--- config.mk ---
export PLATFORM = sky130hd
export DESIGN_NAME = ifmap_loader
export DESIGN_NICKNAME = d
export VERILOG_FILES = /design/src/rtl/cnn_pkg.sv /design/src/rtl/pix_packer.sv /design/src/rtl/ifmap_loader.sv
export SDC_FILE = /design/constraint.sdc
export NUM_CORES = 1
export LEC_CHECK = 0
export CORE_AREA = 4 4 176 127
export CTS_BUF_LIST = sky130_fd_sc_hd__clkbuf_8
export CTS_CLUSTER_DIAMETER = 150
export DETAILED_ROUTE_END_ITERATION = 16
export DIE_AREA = 0 0 180 131
export SYNTH_ARGS = -nofsm -noshare
export SYNTH_HDL_FRONTEND = slang
export SYNTH_SLANG_ARGS = --single-unit
--- constraint.sdc ---
create_clock -name clk -period 8.3 [get_ports clk]
set_input_delay 1.66 -clock clk [delete_from_list [all_inputs] [get_ports clk]]
set_output_delay 1.66 -clock clk [all_outputs]
set_load 0.02 [all_outputs]
--- src/rtl/cnn_pkg.sv ---
// Shared CNN datapath constants and the loader FSM state encoding.
package cnn_pkg;

    localparam int DATA_W         = 64;
    localparam int PIX_W          = 8;
    localparam int PIX_PER_WORD   = DATA_W / PIX_W;
    localparam int BRAM32K_ADDR_W = 12;

    typedef enum logic [1:0] {
        ST_IDLE  = 2'd0,
        ST_LOAD  = 2'd1,
        ST_FLUSH = 2'd2,
        ST_DONE  = 2'd3
    } load_state_t;

endpackage

--- src/rtl/pix_packer.sv ---
// Pixel packer: drops each accepted pixel into the next byte lane of a word.
// word is the packed word including the pixel presented this cycle, so the
// caller can register it on the same edge that accepts the filling pixel.
module pix_packer #(
    parameter int DATA_W = 64,
    parameter int PIX_W  = 8
) (
    input  logic              clk,
    input  logic              rst,
    input  logic              clear,
    input  logic              pix_en,
    input  logic [PIX_W-1:0]  pix_data,
    output logic              word_full,
    output logic [DATA_W-1:0] word
);
    import cnn_pkg::*;

    localparam int LANES  = DATA_W / PIX_W;
    localparam int LANE_W = $clog2(LANES);

    logic [LANE_W-1:0] lane_q;
    logic [DATA_W-1:0] pack_q;

    // Merge the incoming pixel into its lane and flag the lane that completes a word.
    always_comb begin
        word      = pack_q;
        word_full = 1'b0;
        if (pix_en) begin
            word[lane_q*PIX_W +: PIX_W] = pix_data;
            word_full = (lane_q == LANE_W'(LANES - 1));
        end
    end

    // Lane counter and pack register; a completed word starts the next one from zero.
    always_ff @(posedge clk) begin
        if (rst || clear) begin
            lane_q <= '0;
            pack_q <= '0;
        end else if (pix_en) begin
            lane_q <= lane_q + 1'b1;
            pack_q <= word_full ? '0 : word;
        end
    end

endmodule

--- src/rtl/ifmap_loader.sv ---
// Input-feature-map loader: packs a pixel stream into BRAM words for one frame,
// then pulses done so the controller can launch layer-1 convolution.
//
// state  | meaning
// IDLE   | waiting for start, pix_ready low
// LOAD   | accepting pixels, each completed word written the next cycle
// FLUSH  | partial last word on the BRAM port (unfilled lanes zero)
// DONE   | frame finished, return to IDLE
module ifmap_loader #(
    parameter int DATA_W    = cnn_pkg::DATA_W,
    parameter int PIX_W     = cnn_pkg::PIX_W,
    parameter int ADDR_W    = cnn_pkg::BRAM32K_ADDR_W,
    parameter int NUM_PIX   = 784,
    parameter int BASE_ADDR = 0
) (
    input  logic              clk,
    input  logic              rst,
    input  logic              start,
    input  logic              pix_valid,
    input  logic [PIX_W-1:0]  pix_data,
    output logic              pix_ready,
    output logic              we_bram,
    output logic [ADDR_W-1:0] addr_bram,
    output logic [DATA_W-1:0] din_bram,
    output logic              busy,
    output logic              done
);
    import cnn_pkg::*;

    localparam int PIX_CNT_W = $clog2(NUM_PIX + 1);

    load_state_t          state_q, state_d;
    logic [PIX_CNT_W-1:0] pix_cnt_q;
    logic [ADDR_W-1:0]    word_cnt_q;
    logic                 we_q, busy_q, done_q, final_wr_q;
    logic [ADDR_W-1:0]    addr_q;
    logic [DATA_W-1:0]    din_q;

    logic                 accept, last_pix, start_acc, word_full, write_now;
    logic [DATA_W-1:0]    packed_word;

    assign pix_ready = (state_q == ST_LOAD);
    assign accept    = pix_valid && pix_ready;
    assign last_pix  = (pix_cnt_q == PIX_CNT_W'(NUM_PIX - 1));
    assign start_acc = (state_q == ST_IDLE) && start;
    assign write_now = accept && (word_full || last_pix);

    pix_packer #(
        .DATA_W (DATA_W),
        .PIX_W  (PIX_W)
    ) u_packer (
        .clk       (clk),
        .rst       (rst),
        .clear     (start_acc || (accept && last_pix)),
        .pix_en    (accept),
        .pix_data  (pix_data),
        .word_full (word_full),
        .word      (packed_word)
    );

    // State register.
    always_ff @(posedge clk) begin
        if (rst) begin
            state_q <= ST_IDLE;
        end else begin
            state_q <= state_d;
        end
    end

    // Next-state logic; a frame ending on a lane boundary needs no flush step.
    always_comb begin
        state_d = state_q;
        case (state_q)
            ST_IDLE:  if (start) state_d = ST_LOAD;
            ST_LOAD:  if (accept && last_pix) state_d = word_full ? ST_DONE : ST_FLUSH;
            ST_FLUSH: state_d = ST_DONE;
            ST_DONE:  state_d = ST_IDLE;
            default:  state_d = ST_IDLE;
        endcase
    end

    // Counters, BRAM port registers and the busy/done handshake.
    // done follows the final write by one cycle regardless of whether it was a flush.
    always_ff @(posedge clk) begin
        if (rst) begin
            pix_cnt_q  <= '0;
            word_cnt_q <= '0;
            we_q       <= 1'b0;
            addr_q     <= '0;
            din_q      <= '0;
            busy_q     <= 1'b0;
            done_q     <= 1'b0;
            final_wr_q <= 1'b0;
        end else begin
            we_q       <= write_now;
            final_wr_q <= accept && last_pix;
            done_q     <= final_wr_q;
            if (write_now) begin
                addr_q <= ADDR_W'(BASE_ADDR) + word_cnt_q;
                din_q  <= packed_word;
            end
            if (final_wr_q) begin
                busy_q <= 1'b0;
            end else if (start_acc) begin
                busy_q <= 1'b1;
            end
            if (start_acc) begin
                pix_cnt_q  <= '0;
                word_cnt_q <= '0;
            end else if (accept) begin
                pix_cnt_q <= pix_cnt_q + 1'b1;
                if (word_full && !last_pix) begin
                    word_cnt_q <= word_cnt_q + 1'b1;
                end
            end
        end
    end

    assign we_bram   = we_q;
    assign addr_bram = addr_q;
    assign din_bram  = din_q;
    assign busy      = busy_q;
    assign done      = done_q;

endmodule

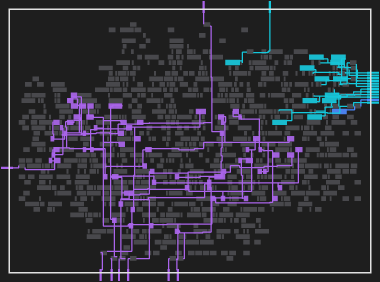
(nets reached from selected ports)
(2 px per um)
| port | colour | direction | end cells | buffers | wire |
|---|---|---|---|---|---|
| pix_data | purple | input | 72 | 8 | 1680 um |
| we_bram | blue | output | 1 | 1 | 13.2 um |
| addr_bram | cyan | output | 12 | 12 | 362 um |
Port Buffers: 91
number of I/O pins: 92

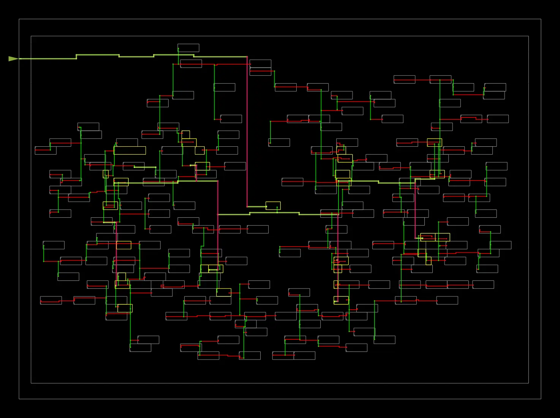
(clock routing)
setup clock skew after layout: 14.0 ps
number of clock buffers in the layout: 19
number of buffers created by CTS: 17
flip-flops: 171
number of sinks handled by clock tree synthesis: 171

==> flow_metrics.tcl <==
# metrics dict for downstream scripts
set metrics [dict create \
    power_density_mw_per_mm2 189 \
    met1_use_gr_pct 25.5 \
    yosys_most_used_dff "dfxtp_1" \
    finalNonFillerCells 1136 \
    status "finished clean" \
    critical_path_class "in -> reg" \
    syn_area_per_cell_sq_um 8.94 \
    num_tap_cells 276 \
    non_clock_buffer_area_share_pct 11.2 \
    hold_start "final_wr_q" \
    design.die.area_sq_mm 0.0236 \
    synthesis.instances 793 \
    die_w_um 180 \
    total_power_uw 1610 \
    timing.final.crit_period_ps 4240 \
    grt_busiest_layer "met1" \
    final_nets 873 \
    setup_repair_after_global_routing_missed_its_margin "no" \
    biggest_area_class "registers" \
    slew_headroom_pct 21.8 \
    drive_gt1_share_pct 5.35 \
    logic_gates 555 \
    num-fill-cells 2059 \
    largest_area_cell "dfxtp_1" \
    maximum_number_of_pins_on_one_net_before_global_route_repair 86 \
    timing.hold.worst.class "reg -> reg" \
]
registers in the layout, indices dropped and copies added, names as in the netlist:
| signal | flops |
|---|---|
| u_packer.pack_q | 64 |
| pix_cnt_q | 10 |
| final_wr_q | 1 |
| state_q | 2 |
| addr_bram | 12 |
| busy | 1 |
| done | 1 |
| we_bram | 1 |
| word_cnt_q | 12 |
| din_bram | 64 |
| u_packer.lane_q | 3 |
cells by family after synthesis:
kind of cell    Yosys count  share of synthesized area, %
simple gates            332                          22.4
flops                   171                          48.3
compound gates          158                          15.8
buf+inv                  67                          4.07
mux                      42                          5.93
fa+ha+maj                12                          2.12
xor+xnor                 11                          1.36
cells in the final DEF (no fill, tap or decap), types with 15 or more instances in the layout:
cell / n
nand3_1: 39
o21ai_0: 16
a311oi_1: 18
a21oi_1: 40
and2_1: 15
clkdlybuf4s50_1: 90
clkbuf_8: 19
nor2_1: 134
a211oi_1: 40
dfxtp_1: 171
nand2_1: 59
mux2i_1: 42
per-layer routing:
| metal | vias up | wire length [um] |
|---|---|---|
| li1 | 2956 | - |
| met1 | 2830 | 10700 |
| met2 | 175 | 7590 |
| met3 | 20 | 1270 |
| met4 | 0 | 215 |
| met5 | - | 0 |
per-stage QoR:
step,worst slack [ps],hold slack [ps]
2_1_floorplan,5240,389
3_5_place_dp,3610,419
3_3_place_gp,3660,408
4_1_cts,4090,432
5_1_grt,3720,451
6_report,4060,427
where the power goes:
group          total, uW  switching (uW)  internal [uW]  leakage, uW
Sequential           839            8.83            830      0.00138
Combinational        211             146           65.3      0.00112
Clock                555             307            249     0.000173
Total               1610             461           1140      0.00268
worst max-delay path: stages:
cell,delay [ps]
clkdlybuf4s50_1,630
nand3_1,560
o31ai_4,180
buf_4,460
buf_4,700
nor2_1,100
a311oi_1,250
No activity file was given, so power comes from the tool's default toggle rates.
